--- src/rtl/clk_div_mc_pkg.sv ---
// Shared types and constants for the multi-channel clock divider.
// Optional period counters are enabled with CLK_DIV_MC_PERIOD_CNT_EN.
package clk_div_mc_pkg;

    typedef enum logic [1:0] {
        IDLE   = 2'd0,
        BYPASS = 2'd1,
        DIVIDE = 2'd2
    } ch_state_t;

    localparam int unsigned MIN_DIV_RATIO = 2;
    localparam int unsigned PERIOD_CNT_W  = 16;

    // Ratios below the minimum select the undivided reference clock.
    function automatic logic ratio_divides(input logic [31:0] ratio);
        return ratio >= 32'(MIN_DIV_RATIO);
    endfunction

endpackage

--- src/rtl/clk_div_ch.sv ---
// One divider channel: IDLE/BYPASS/DIVIDE control, period counter and tick.
// CLK_DIV_MC_PERIOD_CNT_EN adds a per-channel completed-period counter.
module clk_div_ch
    import clk_div_mc_pkg::*;
#(
    parameter int unsigned RATIO_W = 8
) (
    input  logic               i_clk,
    input  logic               i_rst_n,
    input  logic               i_en,
    input  logic               i_sync,
    input  logic [RATIO_W-1:0] i_ratio,
    output logic               o_div_clk_c,
    output logic               o_tick
`ifdef CLK_DIV_MC_PERIOD_CNT_EN
    ,
    output logic [PERIOD_CNT_W-1:0] o_period_cnt
`endif
);

    ch_state_t          state_q, state_d;
    logic [RATIO_W-1:0] cnt_q, cnt_d;
    logic [RATIO_W-1:0] act_ratio_q, act_ratio_d;
    logic               div_q, div_d;
    logic               tick_q, tick_d;

    logic               ratio_ok;
    logic               boundary;
    logic [RATIO_W-1:0] cnt_inc;
    logic [RATIO_W-1:0] high_cycles;

    assign ratio_ok    = ratio_divides(32'(i_ratio));
    assign boundary    = (state_q == DIVIDE) && (cnt_q == RATIO_W'(act_ratio_q - RATIO_W'(1)));
    assign cnt_inc     = RATIO_W'(cnt_q + RATIO_W'(1));
    assign high_cycles = RATIO_W'(act_ratio_q >> 1);

    always_ff @(posedge i_clk or negedge i_rst_n) begin
        if (!i_rst_n) begin
            state_q     <= IDLE;
            cnt_q       <= '0;
            act_ratio_q <= '0;
            div_q       <= 1'b0;
            tick_q      <= 1'b0;
        end else begin
            state_q     <= state_d;
            cnt_q       <= cnt_d;
            act_ratio_q <= act_ratio_d;
            div_q       <= div_d;
            tick_q      <= tick_d;
        end
    end

    // Sync and a period boundary perform the same reload, so a coincident pair is harmless.
    always_comb begin
        state_d     = state_q;
        cnt_d       = cnt_q;
        act_ratio_d = act_ratio_q;
        div_d       = div_q;

        if (!i_en) begin
            state_d = IDLE;
            cnt_d   = '0;
            div_d   = 1'b0;
        end else begin
            unique case (state_q)
                IDLE, BYPASS: begin
                    if (ratio_ok) begin
                        state_d     = DIVIDE;
                        act_ratio_d = i_ratio;
                        cnt_d       = '0;
                        div_d       = 1'b1;
                    end else begin
                        state_d = BYPASS;
                        cnt_d   = '0;
                        div_d   = 1'b0;
                    end
                end
                DIVIDE: begin
                    if (i_sync || boundary) begin
                        cnt_d = '0;
                        if (ratio_ok) begin
                            act_ratio_d = i_ratio;
                            div_d       = 1'b1;
                        end else begin
                            state_d = BYPASS;
                            div_d   = 1'b0;
                        end
                    end else begin
                        cnt_d = cnt_inc;
                        div_d = (cnt_inc < high_cycles);
                    end
                end
                default: begin
                    state_d = IDLE;
                    cnt_d   = '0;
                    div_d   = 1'b0;
                end
            endcase
        end

        tick_d = (state_d == BYPASS) || (div_d && !div_q);
    end

    // Bypass passes the reference clock through, selected only by registered state.
    always_comb begin
        o_div_clk_c = div_q;
        if (state_q == BYPASS) begin
            o_div_clk_c = i_clk;
        end
    end

    assign o_tick = tick_q;

`ifdef CLK_DIV_MC_PERIOD_CNT_EN
    logic [PERIOD_CNT_W-1:0] period_cnt_q, period_cnt_d;

    always_ff @(posedge i_clk or negedge i_rst_n) begin
        if (!i_rst_n) begin
            period_cnt_q <= '0;
        end else begin
            period_cnt_q <= period_cnt_d;
        end
    end

    // Counts completed periods only; a sync restarts a period without completing one.
    always_comb begin
        period_cnt_d = period_cnt_q;
        if (state_d == IDLE) begin
            period_cnt_d = '0;
        end else if (i_en && boundary) begin
            period_cnt_d = PERIOD_CNT_W'(period_cnt_q + PERIOD_CNT_W'(1));
        end
    end

    assign o_period_cnt = period_cnt_q;
`endif

endmodule

--- src/rtl/clk_div_mc.sv ---
// Multi-channel integer clock divider sharing one reference clock.
// Define CLK_DIV_MC_PERIOD_CNT_EN to expose per-channel period counters.
module clk_div_mc
    import clk_div_mc_pkg::*;
#(
    parameter int unsigned NUM_CH  = 4,
    parameter int unsigned RATIO_W = 8
) (
    input  logic                      i_ref_clk,
    input  logic                      i_rst_n,
    input  logic                      i_clk_en,
    input  logic [NUM_CH-1:0]         i_ch_en,
    input  logic [NUM_CH*RATIO_W-1:0] i_div_ratio,
    input  logic                      i_sync,
    output logic [NUM_CH-1:0]         o_div_clk,
    output logic [NUM_CH-1:0]         o_tick
`ifdef CLK_DIV_MC_PERIOD_CNT_EN
    ,
    output logic [NUM_CH*PERIOD_CNT_W-1:0] o_period_cnt
`endif
);

    for (genvar k = 0; k < NUM_CH; k++) begin : g_ch
        clk_div_ch #(
            .RATIO_W (RATIO_W)
        ) u_ch (
            .i_clk       (i_ref_clk),
            .i_rst_n     (i_rst_n),
            .i_en        (i_clk_en & i_ch_en[k]),
            .i_sync      (i_sync),
            .i_ratio     (i_div_ratio[k*RATIO_W +: RATIO_W]),
            .o_div_clk_c (o_div_clk[k]),
            .o_tick      (o_tick[k])
`ifdef CLK_DIV_MC_PERIOD_CNT_EN
            ,
            .o_period_cnt (o_period_cnt[k*PERIOD_CNT_W +: PERIOD_CNT_W])
`endif
        );
    end

endmodule

--- config.mk ---
export PLATFORM = sky130hd
export DESIGN_NAME = clk_div_mc
export DESIGN_NICKNAME = d
export VERILOG_FILES = /design/src/rtl/clk_div_mc_pkg.sv /design/src/rtl/clk_div_ch.sv /design/src/rtl/clk_div_mc.sv
export SDC_FILE = /design/constraint.sdc
export NUM_CORES = 1
export LEC_CHECK = 0
export ABC_AREA = 1
export CORE_MARGIN = 8
export CORE_UTILIZATION = 49
export DETAILED_ROUTE_END_ITERATION = 16
export PLACE_DENSITY = 0.72
export SETUP_SLACK_MARGIN = 0.4
export SKIP_LAST_GASP = 1
export SYNTH_ARGS = -nofsm -noshare
export SYNTH_HDL_FRONTEND = slang
export SYNTH_SLANG_ARGS = --single-unit
--- constraint.sdc ---
create_clock -name i_ref_clk -period 2.01 [get_ports i_ref_clk]
set_input_delay 0.402 -clock i_ref_clk [delete_from_list [all_inputs] [get_ports i_ref_clk]]
set_output_delay 0.402 -clock i_ref_clk [all_outputs]
set_load 0.02 [all_outputs]
**Sequential cells colored by netlist name**

Scale: 2 px per µm. Other sequential cells in the stronger gray, the rest of the logic in the fainter gray.
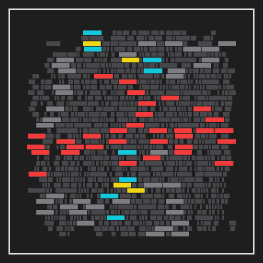
| color | name in the netlist | sequential cells |
|---|---|---|
| cyan | g_ch.u_ch.state_q | 8 |
| red | g_ch.u_ch.cnt_q | 32 |
| yellow | g_ch.u_ch.div_q | 4 |
not colored: 36
final core area utilization: 0.794
share of cell area taken by flip-flops and latches: 0.235
power consumed by sequential cells: 1.89 mW
footprint of the flip-flops and latches: 2020 µm²

**Track usage over the die**

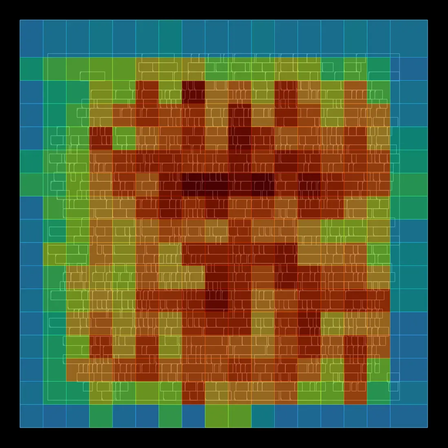
average detailed-routed wire length per instance: 17.1 µm
global-route usage over all layers: 0.225
met2 track demand over resource: 0.412
met1 layer usage reported by global route: 0.244

[synthesized netlist by cell type (all sizes together), types with 4 or more instances]
master / instances
a21oi: 27
a31oi: 4
buf: 13
dfrtp: 80
ha: 32
inv: 126
nand2: 204
nand3: 73
nand3b: 5
nand4: 8
nor2: 89
nor3: 11
nor4: 4
o21ai: 28
xnor2: 18
xor2: 23
[cell families (layout without fill, tap and decap cells)]
family	count (synthesis)	in the layout	synth area share
and+or+nand+nor	399	402	0.320
buffers and inverters	141	317	0.106
DFF	80	80	0.367
AOI/OAI and AO/OA	63	63	0.0667
xor gates and xnor gates	41	41	0.0672
adders and majority gates	32	32	0.0734
[power by group through the flow]
stage	sequential (mW)	clock [mW]	combinational (mW)
detailed placement	1.88	0.0704	1.05
global route	1.90	2.67	1.58
CTS	1.87	2.41	1.23
finish	1.89	2.53	1.44
global placement	1.88	0.0704	1.00
floorplan	1.84	0.0680	0.744
[metal layers]
| layer | global-route usage | routed length, µm | vias to the layer above |
|---|---|---|---|
| li1 | - | - | 2723 |
| met1 | 0.244 | 6990 | 2796 |
| met2 | 0.412 | 9650 | 231 |
| met3 | 0.0583 | 997 | 78 |
| met4 | 0.0810 | 775 | 0 |
| met5 | 0 | 0 | - |
[stage by stage]
| step | util | hold WS, ns | worst slack [ns] |
|---|---|---|---|
| after global placement | 0.597 | 0.436 | -0.0581 |
| final | 0.794 | 0.415 | -0.123 |
| after detailed placement | 0.597 | 0.446 | -0.0746 |
| after floorplan | - | 0.106 | 0.0559 |
| after CTS | 0.734 | 0.448 | -0.0134 |
| after global routing | 0.794 | 0.469 | -0.231 |
[area by class of cell]
class	instances	share of cell area
multi-input combinational	538	0.461
sequential	80	0.235
timing repair buffer	157	0.166
inverter	126	0.0553
clock buffer	23	0.0351
clock inverter	11	0.0276
tap	140	0.0204
==> flow_summary.yaml <==
# yosys + openroad results
clock_network:
  post_cts.repair.setup_buffers: 48
  cts_tree: "yes"
  postCtsHoldBufs: 1
  worstSkewPairLatency_ns: 0.57
  post_cts_resize_count: 194
  clk_pin_slew_worst_paths_ns: 0.16
  number_of_buffers_inserted_during_clock_tree_synthesis: 9
  cts_root_buf: "clkbuf_8"
  ctsLongestPathBuffers: 2
  htree_levels: 3
worst_setup_path:
  cp_slowest_cell: "clkbuf_16"
  cp-startpoint: "i_ref_clk"
  critical_path_depth: 6
  path_class: "clk -> out"
  worst_path_most_repeated_cell: "clkbuf_16"
  worstPathCellList: "clkbuf_16 -> buf_4 -> clkbuf_16 -> inv_12 -> a31oi_4 -> buf_6"
  critPathMaxFanout: 8
  crit_path_end: "o_div_clk[3]"
  timing.critical_path.required_ns: 1.61
  critPathTopFamily: "buffers and inverters"
  data_arrival_at_the_endpoint_of_the_critical_path_ns: 1.73
  worst-r2r-setup-slack_ns: -0.12
  crit_buf_inv: 5
  max_stage_delay_ns: 0.16
  rr_startpoint: "g_ch[2].u_ch.act_ratio_q[4]"
  worstSetupStartpointType: "clock port"
  critical_path.reg2reg.endpoint: "g_ch[2].u_ch.act_ratio_q[7]"
  endpoint_kind: "output port"
  r2r.worst_path.cells: 14
route:
  via_count_normalized_by_instance_count: 5.42
  drt_first_iter_violations: 470
  dr.pass1.iters: 5
  totalWireLength_mm: 18.4
  via_count: 5828
  drtAntennaViolNets: 0
  drc: 0
die:
  design.portCount: 48
  design.die.area_um2: 14800
  floorplanUtilization: 0.503
  num_rows: 38
  die_x_um: 122
  coreArea_um2: 10800
  fp.dieH_um: 122
synthesis:
  main_area_contributors: "dfrtp_1 (37%), nand2_1 (13%), inv_1 (7.7%)"
  synth.yosys.num_cells: 756
  flop_cell: "dfrtp_1"
  synth.net_count: 828
  synth_cells: 756
  area_of_the_mapped_netlist_um2: 5460
  synth_area_leader_cell: "dfrtp_1"
  postSynthAreaPerCell_um2: 7.22
  post-synth-top-area-fraction: 0.367
  ys_types: 37
  synth-async-reset-ratio: 1.00
  ys_warn_count: 0
  synth-area-yosys_um2: 5460
  synth-edff-count: 0
  synth.yosys.seq_area_share: 0.367
  ffs_latches_synth: 80
finish:
  final.fill_count: 636
  top_regs: "g_ch.u_ch.act_ratio_q (32), g_ch.u_ch.cnt_q (32), g_ch.u_ch.state_q (8)"
  final_design_area_no_fill_um2: 8600
  num-nets-final: 1002
  fraction_of_final_layout_cells_sized_beyond_drive_strength_1: 0.424
  layout_top_cell: "nand2_1"
  area.growth.synth_to_final_pct: 57.6
  antenna_cells: 0
  non_filler_cells_final: 1075
  layout.cells.most_common_list: "nand2_1 (151), buf_4 (97), inv_1 (90)"
  logic_area_um2: 3960
global_route:
  grt_max_degree: 44
  global_route_wire_length_before_repair_mm: 26.7
  grt_pass1_vias: 5794
  antenna_found_initial: 0
  grt_overflow: 0
worst_hold_path:
  worstHoldPathType: "in -> async"
timing:
  timing.final.ws_setup_ns: -0.123
  fmax_mhz: 469
  finalSetupViolCount: 19
  final_period_minus_worst_setup_slack_ns: 2.13
  final.setup_skew_ns: 0.211
  drv_slew: 0
  tightest_slew_ns: 0.747
  fin_crit_sh: 1.06
  hold_violations: 0
  rsz0062_at_grt: "true"
  relSlewSlack: 0.502
  timing.setup.tns_ns: -1.28
power:
  p_int_mw: 3.55
  share_seq_of_total_power: 0.323
  power.density_nw_per_um2: 681
  power.ir.vdd_worst_mv: 0.631
  share_clk_of_total_power: 0.431
  fin_total_pwr_mw: 5.86
  comb_power_share: 0.246
  leakage_nw: 4.20
  power.net_switching_mw: 2.31
  sw_frac_of_total: 0.394
placement:
  buffer_ports.inserted: 47
  gpl.final_weighted_congestion: 0.873
  dpl-instance-area_um2: 6470
  post-dp-hpwl_mm: 10.5
  placed_cells: 973
status:
  failing_checks: "negative setup slack"
  outcome: "complete, but fails checks"
flow_run:
  stage_log_warnings: 41
  drv.max_cap_violation_count: 0
Power and IR drop assume default switching activity.
